**src/rtl/codma_task_fetch.sv**
```systemverilog
// codma_task_fetch: descriptor reader for the codma engine.
// Fetches, validates and issues descriptors, then writes status.
module codma_task_fetch #(
    parameter int MEM_DEPTH   = 32,
    parameter int MEM_WIDTH   = 8,
    parameter int LINK_OFFSET = 32
) (
    input  logic        clk_i,
    input  logic        reset_i,
    input  logic        start_i,
    input  logic [31:0] task_pointer_i,
    input  logic [31:0] status_pointer_i,
    output logic        busy_o,
    output logic        rd_req_o,
    output logic [31:0] rd_addr_o,
    input  logic        rd_gnt_i,
    input  logic        rd_valid_i,
    input  logic [63:0] rd_data_i,
    output logic        wr_req_o,
    output logic [31:0] wr_addr_o,
    output logic [63:0] wr_data_o,
    input  logic        wr_gnt_i,
    output logic        task_valid_o,
    input  logic        task_ready_i,
    output logic [1:0]  task_type_o,
    output logic [31:0] src_addr_o,
    output logic [31:0] dst_addr_o,
    output logic [31:0] len_bytes_o,
    input  logic        eng_done_i,
    input  logic        eng_error_i,
    output logic        done_o,
    output logic        error_o
);

    typedef enum logic [3:0] {
        IDLE,
        RD0,
        RD0_WAIT,
        RD1,
        RD1_WAIT,
        CHECK,
        ISSUE,
        EXEC,
        STATUS,
        DONE
    } state_e;

    localparam logic [32:0] MEM_BYTES = 33'(MEM_DEPTH * MEM_WIDTH);
    localparam logic [31:0] WORD_OFS  = 32'(MEM_WIDTH);
    localparam logic [31:0] LINK_OFS  = 32'(LINK_OFFSET);

    state_e      state_q, state_d;
    logic [31:0] task_ptr_q, task_ptr_d;
    logic [31:0] stat_ptr_q, stat_ptr_d;
    logic [31:0] cur_ptr_q, cur_ptr_d;
    logic        link_q, link_d;
    logic        err_q, err_d;
    logic [63:0] w0_q, w0_d;
    logic [63:0] w1_q, w1_d;

    logic [31:0] d_type;
    logic [31:0] d_src;
    logic [31:0] d_dst;
    logic [31:0] d_len;
    logic [32:0] src_end;
    logic [32:0] dst_end;
    logic        desc_bad;

    assign d_type  = w0_q[31:0];
    assign d_src   = w0_q[63:32];
    assign d_dst   = w1_q[31:0];
    assign d_len   = w1_q[63:32];
    assign src_end = {1'b0, d_src} + {1'b0, d_len};
    assign dst_end = {1'b0, d_dst} + {1'b0, d_len};

    assign task_type_o = d_type[1:0];
    assign src_addr_o  = d_src;
    assign dst_addr_o  = d_dst;
    assign len_bytes_o = d_len;
    assign error_o     = err_q;

    // Descriptor validation on the captured words
    always_comb begin
        desc_bad = 1'b0;
        if (cur_ptr_q[2:0] != 3'd0)
            desc_bad = 1'b1;
        if (d_type > 32'd2)
            desc_bad = 1'b1;
        if (link_q && d_type == 32'd2)
            desc_bad = 1'b1;
        if (d_len == 32'd0)
            desc_bad = 1'b1;
        if (d_type == 32'd0 && d_len[2:0] != 3'd0)
            desc_bad = 1'b1;
        if ((d_type == 32'd1 || d_type == 32'd2)
            && d_len[4:0] != 5'd0)
            desc_bad = 1'b1;
        if (src_end > MEM_BYTES || dst_end > MEM_BYTES)
            desc_bad = 1'b1;
    end

    // State register
    always_ff @(posedge clk_i or posedge reset_i) begin
        if (reset_i)
            state_q <= IDLE;
        else
            state_q <= state_d;
    end

    // Datapath registers: pointers, link phase, error, words
    always_ff @(posedge clk_i or posedge reset_i) begin
        if (reset_i) begin
            task_ptr_q <= '0;
            stat_ptr_q <= '0;
            cur_ptr_q  <= '0;
            link_q     <= 1'b0;
            err_q      <= 1'b0;
            w0_q       <= '0;
            w1_q       <= '0;
        end else begin
            task_ptr_q <= task_ptr_d;
            stat_ptr_q <= stat_ptr_d;
            cur_ptr_q  <= cur_ptr_d;
            link_q     <= link_d;
            err_q      <= err_d;
            w0_q       <= w0_d;
            w1_q       <= w1_d;
        end
    end

    // Next-state and datapath update
    always_comb begin
        state_d    = state_q;
        task_ptr_d = task_ptr_q;
        stat_ptr_d = stat_ptr_q;
        cur_ptr_d  = cur_ptr_q;
        link_d     = link_q;
        err_d      = err_q;
        w0_d       = w0_q;
        w1_d       = w1_q;
        unique case (state_q)
            IDLE: begin
                if (start_i) begin
                    task_ptr_d = task_pointer_i;
                    stat_ptr_d = status_pointer_i;
                    cur_ptr_d  = task_pointer_i;
                    link_d     = 1'b0;
                    err_d      = 1'b0;
                    state_d    = RD0;
                end
            end
            RD0: begin
                if (rd_gnt_i) begin
                    if (rd_valid_i) begin
                        w0_d    = rd_data_i;
                        state_d = RD1;
                    end else begin
                        state_d = RD0_WAIT;
                    end
                end
            end
            RD0_WAIT: begin
                if (rd_valid_i) begin
                    w0_d    = rd_data_i;
                    state_d = RD1;
                end
            end
            RD1: begin
                if (rd_gnt_i) begin
                    if (rd_valid_i) begin
                        w1_d    = rd_data_i;
                        state_d = CHECK;
                    end else begin
                        state_d = RD1_WAIT;
                    end
                end
            end
            RD1_WAIT: begin
                if (rd_valid_i) begin
                    w1_d    = rd_data_i;
                    state_d = CHECK;
                end
            end
            CHECK: begin
                if (desc_bad) begin
                    err_d   = 1'b1;
                    state_d = STATUS;
                end else begin
                    state_d = ISSUE;
                end
            end
            ISSUE: begin
                if (task_ready_i)
                    state_d = EXEC;
            end
            EXEC: begin
                if (eng_done_i) begin
                    if (eng_error_i) begin
                        err_d   = 1'b1;
                        state_d = STATUS;
                    end else if (d_type == 32'd2 && !link_q) begin
                        cur_ptr_d = task_ptr_q + LINK_OFS;
                        link_d    = 1'b1;
                        state_d   = RD0;
                    end else begin
                        state_d = STATUS;
                    end
                end
            end
            STATUS: begin
                if (wr_gnt_i)
                    state_d = DONE;
            end
            DONE: state_d = IDLE;
            default: state_d = IDLE;
        endcase
    end

    // Outputs decoded from the current state
    always_comb begin
        busy_o       = 1'b0;
        rd_req_o     = 1'b0;
        rd_addr_o    = '0;
        wr_req_o     = 1'b0;
        wr_addr_o    = '0;
        wr_data_o    = '0;
        task_valid_o = 1'b0;
        done_o       = 1'b0;
        unique case (state_q)
            RD0: begin
                busy_o    = 1'b1;
                rd_req_o  = 1'b1;
                rd_addr_o = cur_ptr_q;
            end
            RD1: begin
                busy_o    = 1'b1;
                rd_req_o  = 1'b1;
                rd_addr_o = cur_ptr_q + WORD_OFS;
            end
            RD0_WAIT, RD1_WAIT, CHECK, EXEC: begin
                busy_o = 1'b1;
            end
            ISSUE: begin
                busy_o       = 1'b1;
                task_valid_o = 1'b1;
            end
            STATUS: begin
                busy_o    = 1'b1;
                wr_req_o  = 1'b1;
                wr_addr_o = stat_ptr_q;
                wr_data_o = {63'd0, err_q};
            end
            DONE: done_o = 1'b1;
            default: busy_o = 1'b0;
        endcase
    end

endmodule
```
**config.mk**
```make
export PLATFORM = sky130hd
export DESIGN_NAME = codma_task_fetch
export DESIGN_NICKNAME = d
export VERILOG_FILES = /design/src/rtl/codma_task_fetch.sv
export SDC_FILE = /design/constraint.sdc
export NUM_CORES = 1
export LEC_CHECK = 0
export ABC_CLOCK_PERIOD_IN_PS = 10200
export CAP_MARGIN = 25
export CORE_ASPECT_RATIO = 0.6
export CORE_MARGIN = 2
export CORE_UTILIZATION = 51
export DETAILED_ROUTE_END_ITERATION = 16
export GPL_ROUTABILITY_DRIVEN = 0
export GPL_TIMING_DRIVEN = 0
export PLACE_DENSITY = 0.91
export REMOVE_ABC_BUFFERS = 1
export SLEW_MARGIN = 20
export SYNTH_ARGS = -nofsm -noshare
export SYNTH_HDL_FRONTEND = slang
export SYNTH_SLANG_ARGS = --single-unit
export TNS_END_PERCENT = 100
```
**constraint.sdc**
```tcl
create_clock -name clk_i -period 10.2 [get_ports clk_i]
set_clock_uncertainty 0.2 [all_clocks]
set_input_delay 3.06 -clock clk_i [delete_from_list [all_inputs] [get_ports clk_i]]
set_output_delay 3.06 -clock clk_i [all_outputs]
set_load 0.01 [all_outputs]
```
### The clock network

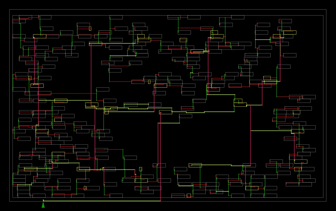
sequential cell count: 230
Worst-Skew Late Latency: 560 ps

### Wiring heat map

Bar = 50 um. The die is cut into 23 by 14 equal tiles; dark blue is low, red is high, scaled to the fullest tile. Values are wire area over tile area, all layers added.
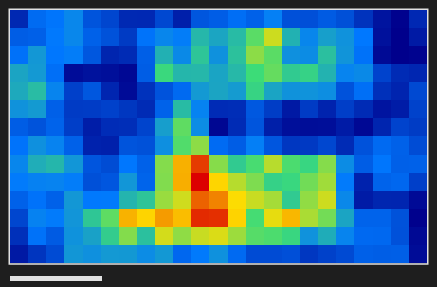
densest ninth of the die: bottom middle
fullest tile: 0.98
mean over tiles: 0.29
GRT Overall Usage: 31.6%
Post-Route WL: 50500 um
WL per Instance: 21.2 um
vias: 14528

==> impl_metrics.yaml <==
# implementation run metrics
outcome:
  status: "finished clean"
power:
  power.total_mw: 7.39
  seq-power_mw: 1.99
  switching_power_mw: 3.57
  top_power_group: "combinational logic"
  combPwrFrac_pct: 61.3
  p_leak_nw: 8.30
  clockPowerShare_pct: 11.9
  power.density_mw_per_mm2: 388
timing:
  max_freq_mhz: 138
  finalHoldViolCount: 0
  rsz0062_at_grt: "no"
  slew_headroom_pct: 18.4
  timing.final.ws_setup_ps: 2950
  tightest_slew_ps: 1210
  slew_violations: 0
critical_path:
  critical_path.most_common_cell: "nor2_1"
  reg2reg_depth: 13
  path_max_fanout: 20
  cp-startpoint: "state_q[1]"
  worst_setup_path_start_kind: "register"
  worst-path-buf-inv: 1
  path_depth: 12
  worstPathArrival_ps: 3990
  cp_slowest_cell: "dfrtp_1"
  r2r-end: "error_o"
  crit_chain: "nand2_1 > nor2_1 > nand3_1 > nor2_1 > nand3_1 > nor2_1 > nand3_1 > nor2_1 > nand3_1 > xor2_1 > nor2_1 > clkdlybuf4s50_1"
synthesis:
  top_area_share_pct: 38.0
  topCellsByArea: "dfrtp_1 38%, mux2_2 9.6%, nand2_1 7.9%"
  postSynthSeqShare_pct: 38.0
  ys_sh_simple_pct: 20.8
  yosys-top-cells-count: "319 x nand2_1, 230 x dfrtp_1, 129 x mux2_2, 128 x nor2_1, 97 x buf_4"
  yosysMostFrequentCell: "nand2_1"
  ys_sh_xor_pct: 5.03
  syn_area_mm2: 0.0152
  yosysTopAreaCell: "dfrtp_1"
  synth_flops: 230
  ys_sh_aoi_pct: 13.2
  muxShareOfSynthArea_pct: 9.91
  yosys_area_mm2: 0.0152
  ys_cells: 1716
final_layout:
  comb_cells: 1345
  area_growth_syn_to_layout_pct: 25.5
  buffer_area_share_pct: 17.5
  postLayoutCellArea_mm2: 0.0190
  layoutNonFillerInstCount: 2376
  sh_comb_area_pct: 45.0
  dominant_cells: "combinational gates"
  buffers: 329
  n_fill_cell: 2223
  mi_logic_area_mm2: 0.00856
  post-route-util_pct: 65.6
  clk_share_pct: 4.08
  layout_top_cells: "318 x nand2_1, 305 x clkdlybuf4s50_1, 229 x dfrtp_1"
  seq_area_mm2: 0.00576
  seq_share_pct: 30.2
global_routing:
  top_usage_layer: "met1"
  grt_use_met1_pct: 44.2
  use_met2_pct: 43.8
  first_global_vias: 13742
  grt-ovfl-total: 0
place:
  hpwlAfterDp_um: 38400
  dpl.cell_count: 2328
  portBuffers: 305
drt:
  topRoutingLayerUsed: "met5"
  route.met2.wl_um: 20400
  routed_via_density: 6.11
  antenna_left: 0
clock_network:
  postCtsHoldBufs: 0
  post-cts-setup-buffers: 0
  cts_tree: "yes"
  cts_root_buffer: "clkbuf_16"
  post_cts_resized: 0
  cts_buffers: 24
  clock_sinks: 230
  cts.reportedPaths.clkPinSlew_ps: 60
  cts.path.max_buffers: 3
hold_path:
  holdPathStages: 2
  hp-class: "register to register"
  hold-path-endpoint: "stat_ptr_q[10]"
floorplan:
  tapCellCount: 400
  die_area_mm2: 0.0312
  die_x_um: 227
  rows: 48
  io_pins: 369
job:
  warnings: 25
  maxCapViolations: 0
## flip-flops by register name, indices dropped and copies added (netlist names)
| signal | cells |
|---|---|
| w0_q | 64 |
| w1_q | 64 |
| stat_ptr_q | 32 |
| task_ptr_q | 32 |
| link_q | 1 |
| cur_ptr_q | 32 |
| error_o | 1 |
| state_q | 4 |
## cell families after synthesis
group,count (synthesis)
mux,134
fa+ha+maj,68
flops,230
buf+inv,203
other cells,1
simple gates,682
xor+xnor,87
compound gates,311
## worst reg2reg max path: stages (launching register included)
cell	delay (ps)
dfrtp_1	450
ha_1	250
fa_1	420
a211oi_1	710
o211ai_1	300
nand2_1	160
xor2_1	450
a31o_1	270
o2111ai_1	150
or4_1	520
or4_4	450
nor4_4	410
nand4_1	210
a22o_1	250
Power figures rest on the tool's default switching activity, not on a simulated workload.
